Fig. 1: met3 routing
(2 px per µm) Cells faint in the background.
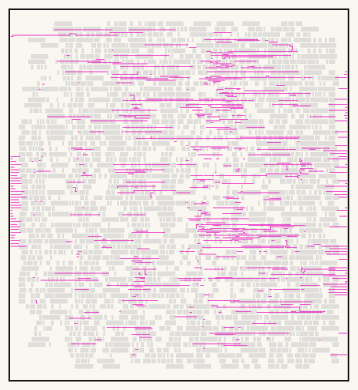
Fig. 2: cell area per tile
(2 px per µm) The die is cut into 17 by 18 equal tiles; white is low, dark blue is high, 0 to 100% covered.
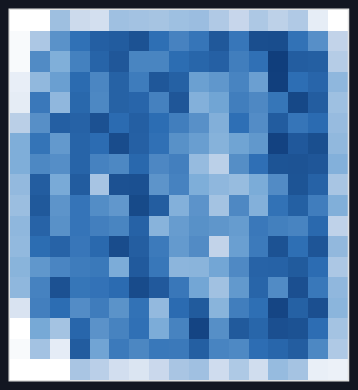
Fig. 3: clock nets
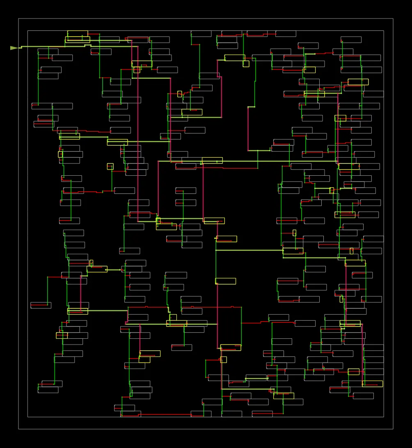
Fig. 4: M1 wires
(1.5 px per µm) Supply wires on this layer in gray.
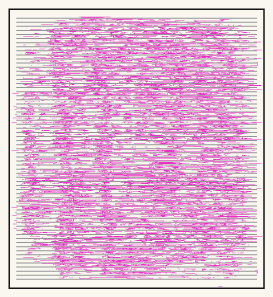
Fig. 5: clock distribution
(2 px per µm)
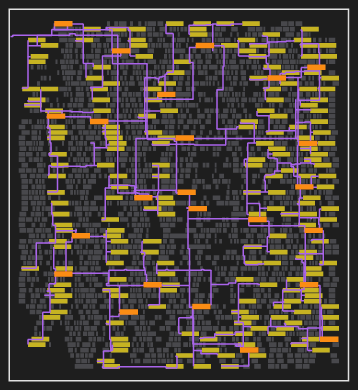
## src/rtl/muldiv_unit.sv

```systemverilog
// Iterative RV32M/RV64M multiply/divide unit, one bit per cycle.
// Handshake: start accepted in IDLE, busy while working, done pulses with the result.
module muldiv_unit #(
    parameter int unsigned XLEN  = 32,
    parameter int unsigned CNT_W = $clog2(XLEN) + 1
) (
    input  logic            clk,
    input  logic            reset,
    input  logic            start,
    input  logic [6:0]      opcode,
    input  logic [2:0]      func3,
    input  logic [6:0]      func7,
    input  logic [XLEN-1:0] rs1,
    input  logic [XLEN-1:0] rs2,
    output logic            busy,
    output logic            done,
    output logic [XLEN-1:0] result,
    output logic            illegal
);
    localparam logic [XLEN-1:0] MinSigned = {1'b1, {(XLEN-1){1'b0}}};

    typedef enum logic [1:0] {StIdle, StCalc, StFin} state_e;

    state_e               state_q, state_d;
    logic [2:0]           op_q;
    logic                 neg_q, special_q;
    logic [XLEN-1:0]      spec_val_q, b_q, result_q;
    logic [2*XLEN-1:0]    acc_q;
    logic [XLEN:0]        rem_q;
    logic [CNT_W-1:0]     cnt_q;
    logic                 done_q, illegal_q;

    // Decode of the request presented on the inputs
    logic            valid_op, req, accept, reject;
    logic            signed_a, signed_b, sa, sb, div_zero, ovf, special_in;
    logic [XLEN-1:0] abs_a, abs_b, spec_val_in;

    always_comb begin
        valid_op    = (opcode == 7'b0110011) && (func7 == 7'h01);
        // The done cycle is treated like FIN: a start there is neither accepted nor flagged
        req         = (state_q == StIdle) && start && !done_q;
        accept      = req && valid_op;
        reject      = req && !valid_op;
        signed_a    = (func3 == 3'd1) || (func3 == 3'd2) || (func3 == 3'd4) || (func3 == 3'd6);
        signed_b    = (func3 == 3'd1) || (func3 == 3'd4) || (func3 == 3'd6);
        sa          = signed_a && rs1[XLEN-1];
        sb          = signed_b && rs2[XLEN-1];
        abs_a       = sa ? -rs1 : rs1;
        abs_b       = sb ? -rs2 : rs2;
        div_zero    = func3[2] && (rs2 == '0);
        ovf         = ((func3 == 3'd4) || (func3 == 3'd6)) && (rs1 == MinSigned) && (rs2 == '1);
        special_in  = div_zero || ovf;
        if (div_zero) spec_val_in = func3[1] ? rs1 : '1;
        else          spec_val_in = func3[1] ? '0 : MinSigned;
    end

    // State register
    always_ff @(posedge clk or posedge reset) begin
        if (reset) state_q <= StIdle;
        else       state_q <= state_d;
    end

    // Next-state logic
    always_comb begin
        state_d = state_q;
        unique case (state_q)
            StIdle: if (accept) state_d = special_in ? StFin : StCalc;
            StCalc: if (cnt_q == CNT_W'(XLEN - 1)) state_d = StFin;
            StFin:  state_d = StIdle;
            default: state_d = StIdle;
        endcase
    end

    // Outputs
    always_comb begin
        busy    = (state_q != StIdle);
        done    = done_q;
        result  = result_q;
        illegal = illegal_q;
    end

    // Datapath step values
    logic [XLEN:0]     mul_sum, div_shift, div_trial;
    logic [2*XLEN-1:0] prod_fix;
    logic [XLEN-1:0]   quot_fix, rem_fix, final_val;

    always_comb begin
        mul_sum   = {1'b0, acc_q[2*XLEN-1:XLEN]} + (acc_q[0] ? {1'b0, b_q} : '0);
        div_shift = {rem_q[XLEN-1:0], acc_q[XLEN-1]};
        div_trial = div_shift - {1'b0, b_q};
        prod_fix  = neg_q ? -acc_q : acc_q;
        quot_fix  = neg_q ? -acc_q[XLEN-1:0] : acc_q[XLEN-1:0];
        rem_fix   = neg_q ? -rem_q[XLEN-1:0] : rem_q[XLEN-1:0];
        final_val = '0;
        if (special_q) begin
            final_val = spec_val_q;
        end else begin
            unique case (op_q)
                3'd0:                final_val = acc_q[XLEN-1:0];
                3'd1, 3'd2, 3'd3:    final_val = prod_fix[2*XLEN-1:XLEN];
                3'd4, 3'd5:          final_val = quot_fix;
                default:             final_val = rem_fix;
            endcase
        end
    end

    always_ff @(posedge clk or posedge reset) begin
        if (reset) begin
            op_q       <= '0;
            neg_q      <= 1'b0;
            special_q  <= 1'b0;
            spec_val_q <= '0;
            b_q        <= '0;
            acc_q      <= '0;
            rem_q      <= '0;
            cnt_q      <= '0;
            result_q   <= '0;
            done_q     <= 1'b0;
            illegal_q  <= 1'b0;
        end else begin
            done_q    <= (state_q == StFin);
            illegal_q <= reject;
            if (accept) begin
                op_q       <= func3;
                // REM follows the dividend sign; everything else the product of signs
                neg_q      <= (func3 == 3'd6) ? sa : (sa ^ sb);
                special_q  <= special_in;
                spec_val_q <= spec_val_in;
                b_q        <= abs_b;
                acc_q      <= {{XLEN{1'b0}}, abs_a};
                rem_q      <= '0;
                cnt_q      <= '0;
            end else if (state_q == StCalc) begin
                cnt_q <= cnt_q + 1'b1;
                if (op_q[2]) begin
                    if (!div_trial[XLEN]) begin
                        rem_q <= div_trial;
                        acc_q <= {acc_q[2*XLEN-1:XLEN], acc_q[XLEN-2:0], 1'b1};
                    end else begin
                        rem_q <= div_shift;
                        acc_q <= {acc_q[2*XLEN-1:XLEN], acc_q[XLEN-2:0], 1'b0};
                    end
                end else begin
                    acc_q <= {mul_sum, acc_q[XLEN-1:1]};
                end
            end else if (state_q == StFin) begin
                result_q <= final_val;
            end
        end
    end

endmodule

```

## config.mk

```make
export PLATFORM = sky130hd
export DESIGN_NAME = muldiv_unit
export DESIGN_NICKNAME = d
export VERILOG_FILES = /design/src/rtl/muldiv_unit.sv
export SDC_FILE = /design/constraint.sdc
export NUM_CORES = 1
export LEC_CHECK = 0
export CAP_MARGIN = 20
export CORE_ASPECT_RATIO = 1.1
export CORE_MARGIN = 4
export CORE_UTILIZATION = 60
export DETAILED_ROUTE_END_ITERATION = 8
export PLACE_DENSITY = 0.81
export SYNTH_ARGS = -nofsm -noshare
export SYNTH_HDL_FRONTEND = slang
export SYNTH_SLANG_ARGS = --single-unit
```

## constraint.sdc

```tcl
create_clock -name clk -period 9.9 [get_ports clk]
set_input_delay 1.485 -clock clk [delete_from_list [all_inputs] [get_ports clk]]
set_output_delay 1.485 -clock clk [all_outputs]
set_load 0.01 [all_outputs]
```

==> metrics.csv <==
stage,metric,value,unit
critical_path,r2r worst-path depth,14,
critical_path,"delay-heaviest family, CP",AND-OR/OR-AND gates,
cells_and_area,Clock Network Area Fraction,4.155,%
route,ANT nets after route,0,
placement,dpl cell area,18390,µm²
cells_and_area,Comb area,11110,µm²
cells_and_area,#MultiIn Comb,1732,
run_status,status,"finished, final reports clean",
synthesis,number of enable flip-flop cells,0,
critical_path,"Data arrival, critical path",4.71,ns
route,Routed WL,53080,µm
floorplan,Chip Area,31250,µm²
critical_path,Bufs and invs on worst path,3,
cells_and_area,filler cell count,2302,
final_timing,# setup viols final,0,
cells_and_area,share of cells above drive strength 1,5.273,%
final_timing,fin crit period,4.267,ns
synthesis,"Seq share, synth",30.31,%
critical_path,CP Max Fanout,38,
cells_and_area,Signal buffers,141,
synthesis,post-synth top area cell,dfrtp_1,
floorplan,Die W,168.9,µm
job,Tool Warnings,33,
global_routing,total grt overflow,0,
power,leakage,8.047,nW
global_routing,antenna violations before repair,1,
synthesis,Synth top cell by count,nand2_1,
## Picture notes: Fig. 1
wire length on this layer	3890 µm
main direction	horizontal

## Picture notes: Fig. 2
mean over tiles	60%
nearly empty tiles	2.3%
fullest tile	94%
tiles over 75% full	31%

## Picture notes: Fig. 3
Clock group: 0.912 mW
clock sinks: 207
Clock Skews: 0.02211 ns
clk latency late pin: 0.54 ns

## Picture notes: Fig. 4
share of all routed wire	41%
nets with wire on the layer	2164

## Picture notes: Fig. 5
[clock wires] purple | length: 3120 µm
[flip-flops] yellow | count: 207
[cells driving clock nets] orange | count: 24
flops lie	all over the die
routed clock nets	25
Clock power frac: 43.0%

[report_power, final]
group	leakage [nW]	switching, mW	internal, mW
registers	2.50	0.0380	0.862
logic	5.17	0.174	0.134
clock network	0.383	0.386	0.526
[sequential cells by signal, indices dropped and copies added, names as in the netlist]
name	count
neg_q	1
state_q	2
result	32
special_q	1
illegal	1
op_q	3
spec_val_q	32
done	1
rem_q	32
acc_q	64
cnt_q	6
b_q	32
[placed cells by master, fill, tap and decap left out, types with 8 or more instances in the layout]
cell and instances:
clkbuf_16 25, nand2b_1 22, o21ai_0 226, xor2_1 72
o22ai_1 11, ha_1 70, a21o_1 42, a211oi_1 13
mux2i_1 53, and2_1 12, inv_1 74, or3_1 13
o41ai_1 11, o21ai_1 9, xnor2_1 106, nor2_1 173
a21oi_1 144, nand3b_1 15, o31ai_1 56, nand4_1 17
a31oi_1 8, o21a_1 19, dfrtp_1 205, or4_1 8
clkdlybuf4s50_1 118, nand2_1 229, o211ai_1 36, nand3_1 91
nor4_1 17, nor3_1 41, mux2_2 8, and3_1 19
nor3b_1 9, a221oi_1 14, nor2b_1 40, buf_4 22
[per-stage QoR]
| stage | util (%) | instances |
|---|---|---|
| floorplan | - | 2154 |
| global placement | 65.79 | 2518 |
| detailed placement | 65.79 | 2518 |
| CTS | 68.64 | 2562 |
| global route | 68.74 | 2563 |
| finish | 68.74 | 2563 |
[cell families after synthesis]
kind of cell | share of synthesized area [%]
muxes | 3.632
AOI/OAI and AO/OA | 25.36
and+or+nand+nor | 21.35
buffers and inverters | 4.862
adders and majority gates | 5.360
xor gates and xnor gates | 9.123
DFF | 30.31
[metal layers]
metal	vias up	GRT usage [%]	part of all wire, %
met1	7900	43.65	41
li1	7830	-	-
met3	147	3.436	7.3
met2	731	56.86	48
met4	2	11.75	3.7
met5	-	0	0.024
Power is estimated from default activity; no workload was simulated.
